`src/rtl/resp_sched.sv`:
```
// -----------------------------------------------------------------------------
// resp_sched
// Merges single-character echoes and multi-character command responses into
// one character-FIFO write stream. A pending echo always wins the write slot.
// Responses are "-OK", "-ERR" or "-" + 4 hex digits, each followed by CR
// and, when SEND_LF=1, LF.
//
// Ports
//   clk_rx          : clock, all state on its rising edge
//   rst_clk_rx      : synchronous active-high reset
//   send_char_val   : one-cycle echo strobe, send_char is the echo byte
//   send_resp_val   : response request, held until send_resp_done
//   send_resp_type  : 00 OK, 01 ERR, 10 DATA, 11 ERR
//   send_resp_data  : value printed by DATA responses
//   send_resp_done  : one-cycle pulse when the last response byte is written
//   char_fifo_full  : FIFO cannot take a write; sampled in the decision cycle
//   char_fifo_din   : registered write data
//   char_fifo_wr_en : registered write strobe, issued only for a slot decided
//                     while char_fifo_full was low
//   echo_drop       : one-cycle pulse when a pending echo was overwritten
// -----------------------------------------------------------------------------
module resp_sched #(
    parameter int SEND_LF = 1
) (
    input  logic        clk_rx,
    input  logic        rst_clk_rx,
    input  logic        send_char_val,
    input  logic [7:0]  send_char,
    input  logic        send_resp_val,
    input  logic [1:0]  send_resp_type,
    input  logic [15:0] send_resp_data,
    output logic        send_resp_done,
    input  logic        char_fifo_full,
    output logic [7:0]  char_fifo_din,
    output logic        char_fifo_wr_en,
    output logic        echo_drop
);

    typedef enum logic [1:0] {
        ST_IDLE = 2'b00,
        ST_SEND = 2'b01,
        ST_DONE = 2'b10
    } state_t;

    localparam logic [7:0] CH_DASH = 8'h2D;
    localparam logic [7:0] CH_CR   = 8'h0D;
    localparam logic [7:0] CH_LF   = 8'h0A;

    // Uppercase ASCII hex digit for one nibble.
    function automatic logic [7:0] hex_ascii(input logic [3:0] nib);
        logic [7:0] v;
        if (nib < 4'd10) begin
            v = 8'h30 + {4'h0, nib};
        end else begin
            v = 8'h37 + {4'h0, nib};
        end
        return v;
    endfunction

    // Index of the final character of a response (the CR when LF is off).
    function automatic logic [2:0] last_idx(input logic [1:0] typ);
        logic [2:0] v;
        case (typ)
            2'b00:   v = 3'd4;
            2'b10:   v = 3'd6;
            default: v = 3'd5;
        endcase
        if (SEND_LF == 0) begin
            v = v - 3'd1;
        end else begin
            v = v;
        end
        return v;
    endfunction

    // Character at position idx of the response selected by typ.
    function automatic logic [7:0] resp_char(input logic [1:0] typ,
                                             input logic [15:0] data,
                                             input logic [2:0] idx);
        logic [7:0] v;
        case (typ)
            2'b00: begin
                case (idx)
                    3'd0:    v = CH_DASH;
                    3'd1:    v = 8'h4F;
                    3'd2:    v = 8'h4B;
                    3'd3:    v = CH_CR;
                    default: v = CH_LF;
                endcase
            end
            2'b10: begin
                case (idx)
                    3'd0:    v = CH_DASH;
                    3'd1:    v = hex_ascii(data[15:12]);
                    3'd2:    v = hex_ascii(data[11:8]);
                    3'd3:    v = hex_ascii(data[7:4]);
                    3'd4:    v = hex_ascii(data[3:0]);
                    3'd5:    v = CH_CR;
                    default: v = CH_LF;
                endcase
            end
            default: begin
                case (idx)
                    3'd0:    v = CH_DASH;
                    3'd1:    v = 8'h45;
                    3'd2:    v = 8'h52;
                    3'd3:    v = 8'h52;
                    3'd4:    v = CH_CR;
                    default: v = CH_LF;
                endcase
            end
        endcase
        return v;
    endfunction

    state_t      r_state;
    logic [2:0]  r_idx;
    logic [1:0]  r_type;
    logic [15:0] r_data;
    logic        r_echo_pend;
    logic [7:0]  r_echo_char;
    logic        r_wr_en;
    logic [7:0]  r_din;
    logic        r_done;
    logic        r_drop;

    state_t      w_state_nxt;
    logic [2:0]  w_idx_nxt;
    logic        w_load;
    logic        w_wr_echo;
    logic        w_wr_resp;
    logic        w_resp_last;
    logic [7:0]  w_resp_char;

    // Slot arbitration and FSM next-state / index update.
    always_comb begin
        w_wr_echo   = r_echo_pend & ~char_fifo_full;
        w_wr_resp   = (r_state == ST_SEND) & ~char_fifo_full & ~r_echo_pend;
        w_resp_last = (r_idx == last_idx(r_type));
        w_resp_char = resp_char(r_type, r_data, r_idx);
        w_state_nxt = r_state;
        w_idx_nxt   = r_idx;
        w_load      = 1'b0;
        case (r_state)
            ST_IDLE: begin
                if (send_resp_val) begin
                    w_state_nxt = ST_SEND;
                    w_idx_nxt   = 3'd0;
                    w_load      = 1'b1;
                end else begin
                    w_state_nxt = ST_IDLE;
                end
            end
            ST_SEND: begin
                if (w_wr_resp) begin
                    w_idx_nxt = r_idx + 3'd1;
                    if (w_resp_last) begin
                        w_state_nxt = ST_DONE;
                    end else begin
                        w_state_nxt = ST_SEND;
                    end
                end else begin
                    w_state_nxt = ST_SEND;
                end
            end
            ST_DONE: begin
                w_state_nxt = ST_IDLE;
            end
            default: begin
                w_state_nxt = ST_IDLE;
                w_idx_nxt   = 3'd0;
            end
        endcase
    end

    // FSM state and response index registers.
    always_ff @(posedge clk_rx) begin
        if (rst_clk_rx) begin
            r_state <= ST_IDLE;
            r_idx   <= 3'd0;
        end else begin
            r_state <= w_state_nxt;
            r_idx   <= w_idx_nxt;
        end
    end

    // Request capture; type/data are frozen for the whole response.
    always_ff @(posedge clk_rx) begin
        if (rst_clk_rx) begin
            r_type <= 2'b00;
            r_data <= 16'h0000;
        end else if (w_load) begin
            r_type <= send_resp_type;
            r_data <= send_resp_data;
        end else begin
            r_type <= r_type;
            r_data <= r_data;
        end
    end

    // One-entry echo buffer. A new echo only counts as a drop when the
    // pending one is not leaving through the write slot this same cycle.
    always_ff @(posedge clk_rx) begin
        if (rst_clk_rx) begin
            r_echo_pend <= 1'b0;
            r_echo_char <= 8'h00;
            r_drop      <= 1'b0;
        end else if (send_char_val) begin
            r_echo_pend <= 1'b1;
            r_echo_char <= send_char;
            r_drop      <= r_echo_pend & ~w_wr_echo;
        end else begin
            r_echo_pend <= r_echo_pend & ~w_wr_echo;
            r_echo_char <= r_echo_char;
            r_drop      <= 1'b0;
        end
    end

    // Registered FIFO write port and done pulse.
    always_ff @(posedge clk_rx) begin
        if (rst_clk_rx) begin
            r_wr_en <= 1'b0;
            r_din   <= 8'h00;
            r_done  <= 1'b0;
        end else begin
            r_wr_en <= w_wr_echo | w_wr_resp;
            if (w_wr_echo) begin
                r_din <= r_echo_char;
            end else if (w_wr_resp) begin
                r_din <= w_resp_char;
            end else begin
                r_din <= r_din;
            end
            r_done <= w_wr_resp & w_resp_last;
        end
    end

    assign char_fifo_wr_en = r_wr_en;
    assign char_fifo_din   = r_din;
    assign send_resp_done  = r_done;
    assign echo_drop       = r_drop;

endmodule

```
`config.mk`:
```
export PLATFORM = sky130hd
export DESIGN_NAME = resp_sched
export DESIGN_NICKNAME = d
export VERILOG_FILES = /design/src/rtl/resp_sched.sv
export SDC_FILE = /design/constraint.sdc
export NUM_CORES = 1
export LEC_CHECK = 0
export CORE_ASPECT_RATIO = 1.5
export CORE_UTILIZATION = 45
export CTS_CLUSTER_SIZE = 14
export DETAILED_ROUTE_END_ITERATION = 12
export PLACE_DENSITY = 0.7
export SLEW_MARGIN = 25
export SYNTH_ARGS = -nofsm -noshare
export SYNTH_HDL_FRONTEND = slang
export SYNTH_SLANG_ARGS = --single-unit
```
`constraint.sdc`:
```
create_clock -name clk_rx -period 3.6 [get_ports clk_rx]
set_clock_uncertainty 0.2 [all_clocks]
set_input_delay 0.9 -clock clk_rx [delete_from_list [all_inputs] [get_ports clk_rx]]
set_output_delay 0.9 -clock clk_rx [all_outputs]
set_load 0.03 [all_outputs]
```
==> reports/qor.txt <==
RD Place Congestion: 0.896
Remaining global-route overflow: 0
Global-route wire length before repair: 9.35 mm
Initial antenna violation count: 0
Startpoint class of the critical path: register
Worst reg2reg startpoint: r_idx[2]$_SDFFE_PP0P_
Sum Neg Setup Slack: 0 ns
Number of buffer and inverter stages on the critical path: 1
Path type of the worst setup path: register to register
Cell count of the worst hold path: 2
Worst-path fanout max: 13
Part of the cycle the worst path needs: 0.710
Count of non-CTS buffers in the layout: 44
Instance count of the mapped netlist: 308
Prevailing logic family in the synthesized netlist: simple AND/OR/NAND/NOR gates
Cell chosen for the clock root: clkbuf_8
Initial DRC Count: 109
Worst slack at placement: 0.880 ns
Combinational Power: 178 uW
Seq/total area: 0.293
Remaining antenna violation count: 0
Met2 WL post-DR: 3.00 mm
Yosys warning tally: 0
Area fraction in compound gates after synthesis: 0.227
Tap cell count: 66
Wire length on met1: 2.30 mm
CTS tree: done
Ratio of routed vias to standard cells: 5.39
Result of the run: complete, no violations
Number of gates resized after cts: 0
Count of TritonRoute iterations in the first routing pass: 4
Clock network power consumption: 444 uW
Post-synthesis area per instance: 7.65 um^2
Flop2flop setup slack: 1.04 ns
CTS sink cnt: 43
Area added between synthesis and finish: 24.8%
Worst setup margin: 1.04 ns
Post-synthesis sequential area ratio: 0.366
MaxCap Viol Count: 0
MUX area fraction: 0.0494
Number of synthesized flops with an enable pin: 0
Area of combinational cells with multiple inputs: 1370 um^2
## metal layers
layer,up-vias,track usage
li1,1134,-
met1,1025,0.257
met2,43,0.399
met3,6,0.0387
met4,0,0.0568
met5,-,0
## tightest hold or removal path, delay by kind of cell (launching register included)
family	cells	cell delay, ns
AOI/OAI and AO/OA	1	0.05
and+or+nand+nor	1	0.05
DFF	1	0.32
## per-stage QoR
| stage | hold WS (ns) | cell area [um^2] | power (mW) |
|---|---|---|---|
| final | 0.264 | 2940 | 1.15 |
| after global routing | 0.289 | 2940 | 1.21 |
| after CTS | 0.267 | 2940 | 1.16 |
| after detailed placement | 0.255 | 2810 | 0.718 |
| after global placement | 0.247 | 2810 | 0.715 |
| after floorplan | 0.236 | 2350 | 0.644 |
Figure 1. Sequential cells colored by netlist name.
(6 px per um)
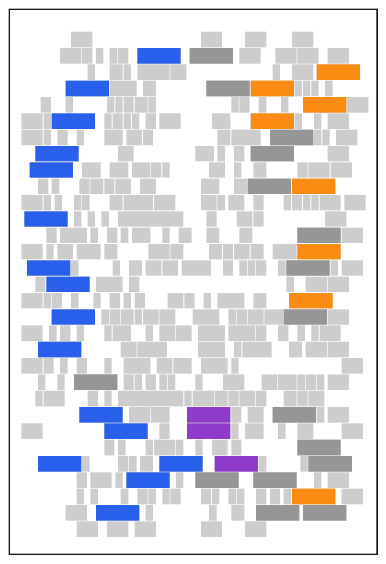
[blue] r_data | flops: 16
[purple] r_idx | flops: 3
[orange] r_echo_char | flops: 8

Figure 2. Port wiring.
(4 px per um)
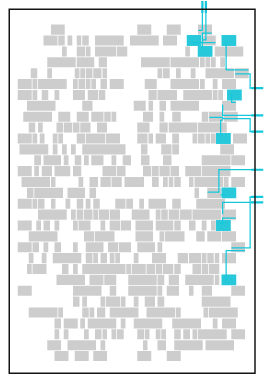
[cyan] send_char | direction: input | edge: 6 right, 2 top | end cells: 8 | wire: 142 um

Figure 3. Routed metal per tile.
(4 px per um) 12 x 18 tiles, from dark blue (low) to red (high), scaled to the fullest tile. Values are wire area over tile area, all layers added.
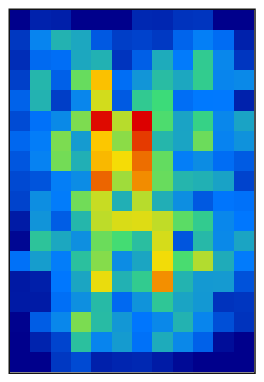
densest ninth of the die: center
tiles over half the peak: 19%
mean over tiles: 0.16
fullest tile: 0.49

Figure 4. Routed metal, one color a layer.
(4 px per um) Two of the layers only.
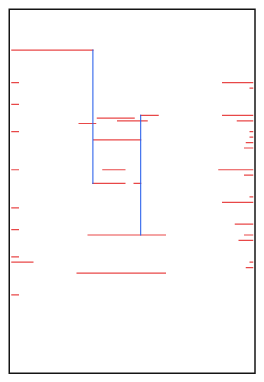
[blue] M4 | wire length: 63.2 um
[red] M3 | wire length: 187 um
overall track demand over capacity in global routing: 0.222
post-DR wirelength/cell: 13.5 um
number of vias in the routed layout: 2,208
total wirelength of the detailed-routed design: 5.55 mm

Figure 5. Placed standard cells.
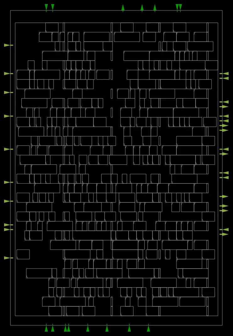
number of cell rows: 31
sequential cell count: 43

Power is estimated from default activity; no workload was simulated.
